===== src/rtl/alu_pkg.sv =====
// Shared types for the execute-stage result path: ALU select encoding, stage entry layout
// and the skid register occupancy states.
package alu_pkg;

    localparam int unsigned BIT_COUNT = 32;
    localparam int unsigned RD_BITS_DEFAULT = 5;

    typedef enum logic [2:0] {
        AluAdd   = 3'd0,
        AluSub   = 3'd1,
        AluAnd   = 3'd2,
        AluOr    = 3'd3,
        AluXor   = 3'd4,
        AluSlt   = 3'd5,
        AluSltu  = 3'd6,
        AluPassb = 3'd7
    } alu_sel_t;

    // Default-width entry; the stage re-declares the same shape when WIDTH/RD_BITS differ.
    typedef struct packed {
        logic [BIT_COUNT-1:0]       result;
        logic                       zero;
        logic [RD_BITS_DEFAULT-1:0] rd;
        logic                       reg_write;
    } stage_entry_t;

    typedef enum logic [1:0] {
        StEmpty = 2'd0,
        StOne   = 2'd1,
        StFull  = 2'd2
    } skid_state_t;

endpackage


===== src/rtl/pipe_skid_reg.sv =====
// Two-entry skid-buffered pipeline register with valid/ready handshake and flush.
// in_ready depends only on registered state, so there is no path from out_ready.
module pipe_skid_reg
    import alu_pkg::*;
#(
    parameter type entry_t = stage_entry_t
) (
    input  logic   clk,
    input  logic   reset,
    input  logic   flush,
    input  logic   in_valid,
    output logic   in_ready,
    input  entry_t in_data,
    output logic   out_valid,
    input  logic   out_ready,
    output entry_t out_data
);

    skid_state_t state_q, state_d;
    entry_t      main_q, main_d;
    entry_t      skid_q, skid_d;
    logic        accept, drain;

    always_ff @(posedge clk) begin
        if (reset) begin
            state_q <= StEmpty;
            main_q  <= '0;
            skid_q  <= '0;
        end else begin
            state_q <= state_d;
            main_q  <= main_d;
            skid_q  <= skid_d;
        end
    end

    always_comb begin
        accept  = in_valid && (state_q != StFull);
        drain   = out_ready && (state_q != StEmpty);
        state_d = state_q;
        main_d  = main_q;
        skid_d  = skid_q;
        if (flush) begin
            state_d = StEmpty;
        end else begin
            case (state_q)
                StEmpty: begin
                    if (accept) begin
                        state_d = StOne;
                        main_d  = in_data;
                    end
                end
                StOne: begin
                    if (accept && drain) begin
                        main_d = in_data;
                    end else if (accept) begin
                        state_d = StFull;
                        skid_d  = in_data;
                    end else if (drain) begin
                        state_d = StEmpty;
                    end
                end
                StFull: begin
                    // Skid always holds the younger entry, so it moves up behind main.
                    if (drain) begin
                        state_d = StOne;
                        main_d  = skid_q;
                    end
                end
                default: state_d = StEmpty;
            endcase
        end
    end

    always_comb begin
        out_valid = (state_q != StEmpty);
        in_ready  = (state_q != StFull);
        out_data  = main_q;
    end

endmodule


===== src/rtl/alu_result_stage.sv =====
// Execute-stage back half: picks the final integer result from the structural ALU outputs,
// derives SLT/SLTU and the zero flag, and registers it into the EX/MEM boundary.
module alu_result_stage
    import alu_pkg::*;
#(
    parameter int unsigned WIDTH   = BIT_COUNT,
    parameter int unsigned RD_BITS = 5
) (
    input  logic               clk,
    input  logic               reset,
    input  logic               in_valid,
    output logic               in_ready,
    input  logic [2:0]         alu_sel,
    input  logic [WIDTH-1:0]   op_a,
    input  logic [WIDTH-1:0]   op_b,
    input  logic [WIDTH-1:0]   add_res,
    input  logic [WIDTH-1:0]   or_res,
    input  logic [WIDTH-1:0]   and_res,
    input  logic [WIDTH-1:0]   xor_res,
    input  logic [RD_BITS-1:0] in_rd,
    input  logic               in_reg_write,
    input  logic               flush,
    output logic               out_valid,
    input  logic               out_ready,
    output logic [WIDTH-1:0]   out_result,
    output logic               out_zero,
    output logic [RD_BITS-1:0] out_rd,
    output logic               out_reg_write
);

    typedef struct packed {
        logic [WIDTH-1:0]   result;
        logic               zero;
        logic [RD_BITS-1:0] rd;
        logic               reg_write;
    } entry_t;

    localparam int unsigned Msb = WIDTH - 1;

    logic             signs_differ, lt, ltu;
    logic [WIDTH-1:0] sel_result;
    entry_t           in_entry, out_entry;
    logic             unused_op_a;

    // Only the sign bit of op_a matters; the difference itself comes in on add_res.
    assign unused_op_a = ^op_a[Msb-1:0];

    always_comb begin
        signs_differ = op_a[Msb] ^ op_b[Msb];
        lt           = signs_differ ? op_a[Msb] : add_res[Msb];
        ltu          = signs_differ ? op_b[Msb] : add_res[Msb];
    end

    always_comb begin
        sel_result = '0;
        case (alu_sel_t'(alu_sel))
            AluAdd, AluSub: sel_result = add_res;
            AluAnd:         sel_result = and_res;
            AluOr:          sel_result = or_res;
            AluXor:         sel_result = xor_res;
            AluSlt:         sel_result = {{(WIDTH-1){1'b0}}, lt};
            AluSltu:        sel_result = {{(WIDTH-1){1'b0}}, ltu};
            AluPassb:       sel_result = op_b;
            default:        sel_result = '0;
        endcase
    end

    always_comb begin
        in_entry.result    = sel_result;
        in_entry.zero      = (sel_result == '0);
        in_entry.rd        = in_rd;
        in_entry.reg_write = in_reg_write;
    end

    pipe_skid_reg #(
        .entry_t(entry_t)
    ) u_skid (
        .clk      (clk),
        .reset    (reset),
        .flush    (flush),
        .in_valid (in_valid),
        .in_ready (in_ready),
        .in_data  (in_entry),
        .out_valid(out_valid),
        .out_ready(out_ready),
        .out_data (out_entry)
    );

    always_comb begin
        out_result    = out_entry.result;
        out_zero      = out_entry.zero;
        out_rd        = out_entry.rd;
        out_reg_write = out_entry.reg_write & out_valid;
    end

endmodule


===== config.mk =====
export PLATFORM = sky130hd
export DESIGN_NAME = alu_result_stage
export DESIGN_NICKNAME = d
export VERILOG_FILES = /design/src/rtl/alu_pkg.sv /design/src/rtl/pipe_skid_reg.sv /design/src/rtl/alu_result_stage.sv
export SDC_FILE = /design/constraint.sdc
export NUM_CORES = 1
export LEC_CHECK = 0
export ABC_AREA = 1
export CAP_MARGIN = 20
export CORE_ASPECT_RATIO = 0.6
export CORE_UTILIZATION = 45
export DETAILED_ROUTE_END_ITERATION = 16
export GPL_TIMING_DRIVEN = 0
export HOLD_SLACK_MARGIN = 0.08
export PLACE_DENSITY = 0.92
export RECOVER_POWER = 50
export SYNTH_ARGS = -nofsm -noshare
export SYNTH_HDL_FRONTEND = slang
export SYNTH_SLANG_ARGS = --single-unit
export TNS_END_PERCENT = 5

===== constraint.sdc =====
create_clock -name clk -period 3.53 [get_ports clk]
set_clock_uncertainty 0.05 [all_clocks]
set_input_delay 0.706 -clock clk [delete_from_list [all_inputs] [get_ports clk]]
set_output_delay 0.706 -clock clk [all_outputs]
set_load 0.05 [all_outputs]

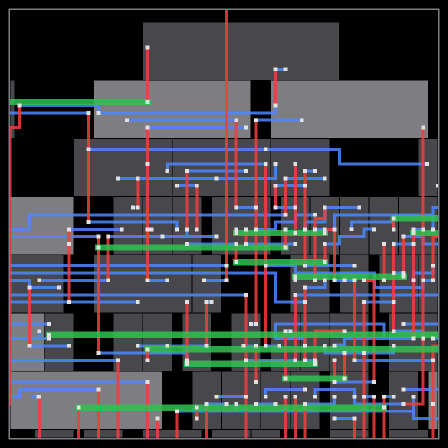
Figure 1: run 1, a small window of the routed layout.
Region (95, 54) to (115, 74) um. Cells in gray, sequential cells in the stronger gray; small squares are vias.
Key: green = metal 3; red = metal 2; blue = metal 1
Most frequent: inv_1 (7), nor2_1 (7), clkbuf_1 (5). Sequential cells in the window: 3. 39 logic cells have their middle in the window.

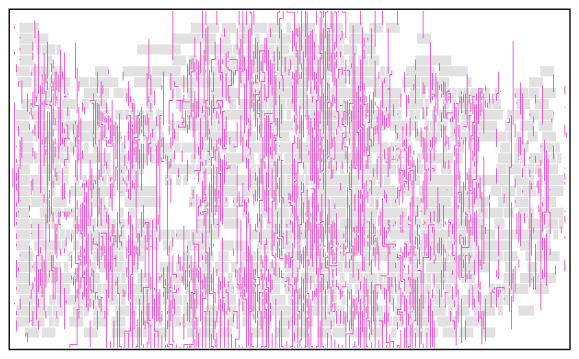
Figure 2: run 1, M2 wires.
(4 px per um)
The wires run mostly vertical. 995 nets have wire on it. The longest straight run is 45.4 um. The layer carries 8,230 um of wire. The layer holds 43% of the routed length.
total number of vias: 6,475
final wirelength: 19,300 um
M2 GR Usage: 51.3%

==> impl_metrics.tcl <==
# implementation run metrics
set metrics [dict create \
    top_layer_used "met4" \
    cpPeakStageDelay_ps 920 \
    ys_types 30 \
    hold_depth 2 \
    clock_latency_ps 340 \
    routabilityCongestion 0.908 \
    ff_latch_area_sq_um 1600 \
    seq_power_share_pct 32.7 \
    postCtsHoldBufs 0 \
    use_met3_pct 8.61 \
    n_all_inverters 110 \
    clkCellAreaFrac_pct 4.26 \
    dp_cells 1198 \
    dominantRegCellSynth "dfxtp_1" \
    final-nonclk-buf-share_pct 34.2 \
    cts_resized 0 \
    cts.path.max_buffers 2 \
    first_pass_iters 5 \
    cp-start-kind "flop" \
    top_cell_area_share_pct 31.2 \
    logic_gate_count 573 \
    comb-power_uw 1100 \
    max_slew.worst_pin.slew_ps 741 \
    largest_class "buffers" \
    timing.fmax_mhz 296 \
    r2r_start "u_skid.state_q[0]" \
    maxCapViolations 0 \
    crit_fanout 10 \
    grt_pass1_wl_um 30700 \
    ys_sh_aoi_pct 18.4 \
    ys_sh_adder_pct 0.976 \
    instances_no_fill 1214 \
    layout.nets 1280 \
    ys_sh_mux_pct 0 \
    fin_util_pct 71.7 \
    final_cell_area_sq_um 7750 \
    vdd_drop_max_v 0.000280 \
    dieWidth_um 140 \
    cpMostUsedCell "inv_1" \
    yosys_cells 847 \
    rsz0062_at_grt "false" \
    ys_seq_share_pct 31.2 \
    place_area_sq_um 7420 \
    path_class "reg -> out" \
    simple_gate_area_share_pct 30.9 \
    yosys_warnings 0 \
    n_fill_cell 863 \
    p_int_uw 2090 \
    crit_end "in_ready" \
    logic_family "simple AND/OR/NAND/NOR gates" \
    h-tree-depth 3 \
    grt_pass1_vias 6092 \
    rows 29 \
    status "finished clean" \
    crit_family "buffers and inverters" \
    netlist_area_sq_um 5130 \
    pg_clk_uw 1030 \
    path_depth 5 \
    tns_ps 0 \
    rr_endpoint "u_skid.skid_q[23]" \
    path_cells "inv_1, ha_1, inv_1, clkbuf_1, clkdlybuf4s50_1" \
    finalClockPeriodUsage_pct 95.6 \
    drtIter0Drc 723 \
    async_reset_ff_share_pct 0 \
    pwr-share-comb_pct 34.8 \
    num_antenna_cells 0 \
    met2WireLength_um 8230 \
    top_cell "nand2_1" \
    seq_share_pct 20.7 \
    dieArea_sq_um 11800 \
]
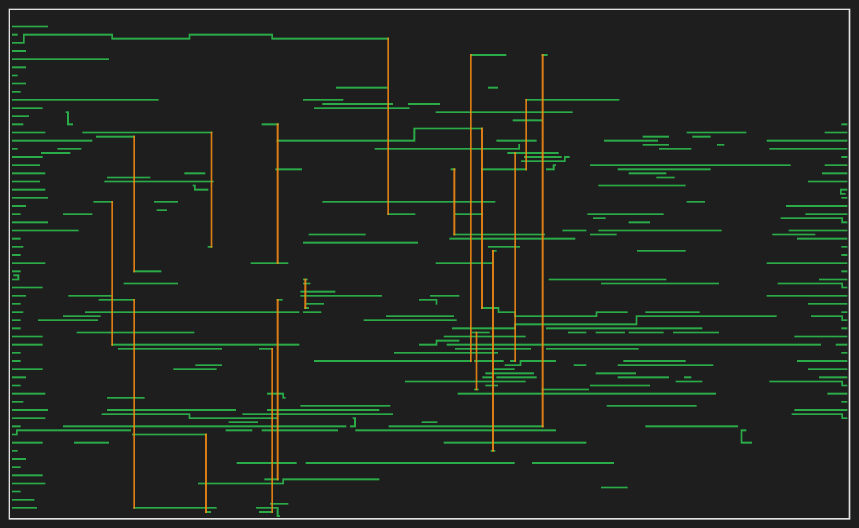
Figure 3: run 1, wiring by layer.
(6 px per um) Two of the layers only.
Key: orange = metal 4 [wire length 470 um]; green = metal 3 [wire length 2,260 um]
GRT Overall Usage: 33.4%
DR WL/cell: 15.9 um

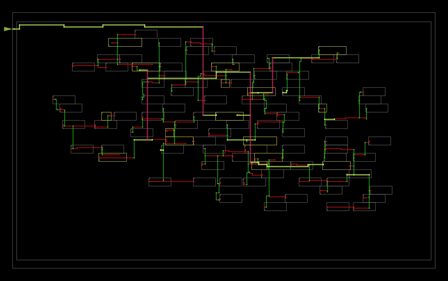
Figure 4: run 1, clock routing.
Clock buffer cells: 10
clock sinks: 80

Power figures rest on the tool's default switching activity, not on a simulated workload.
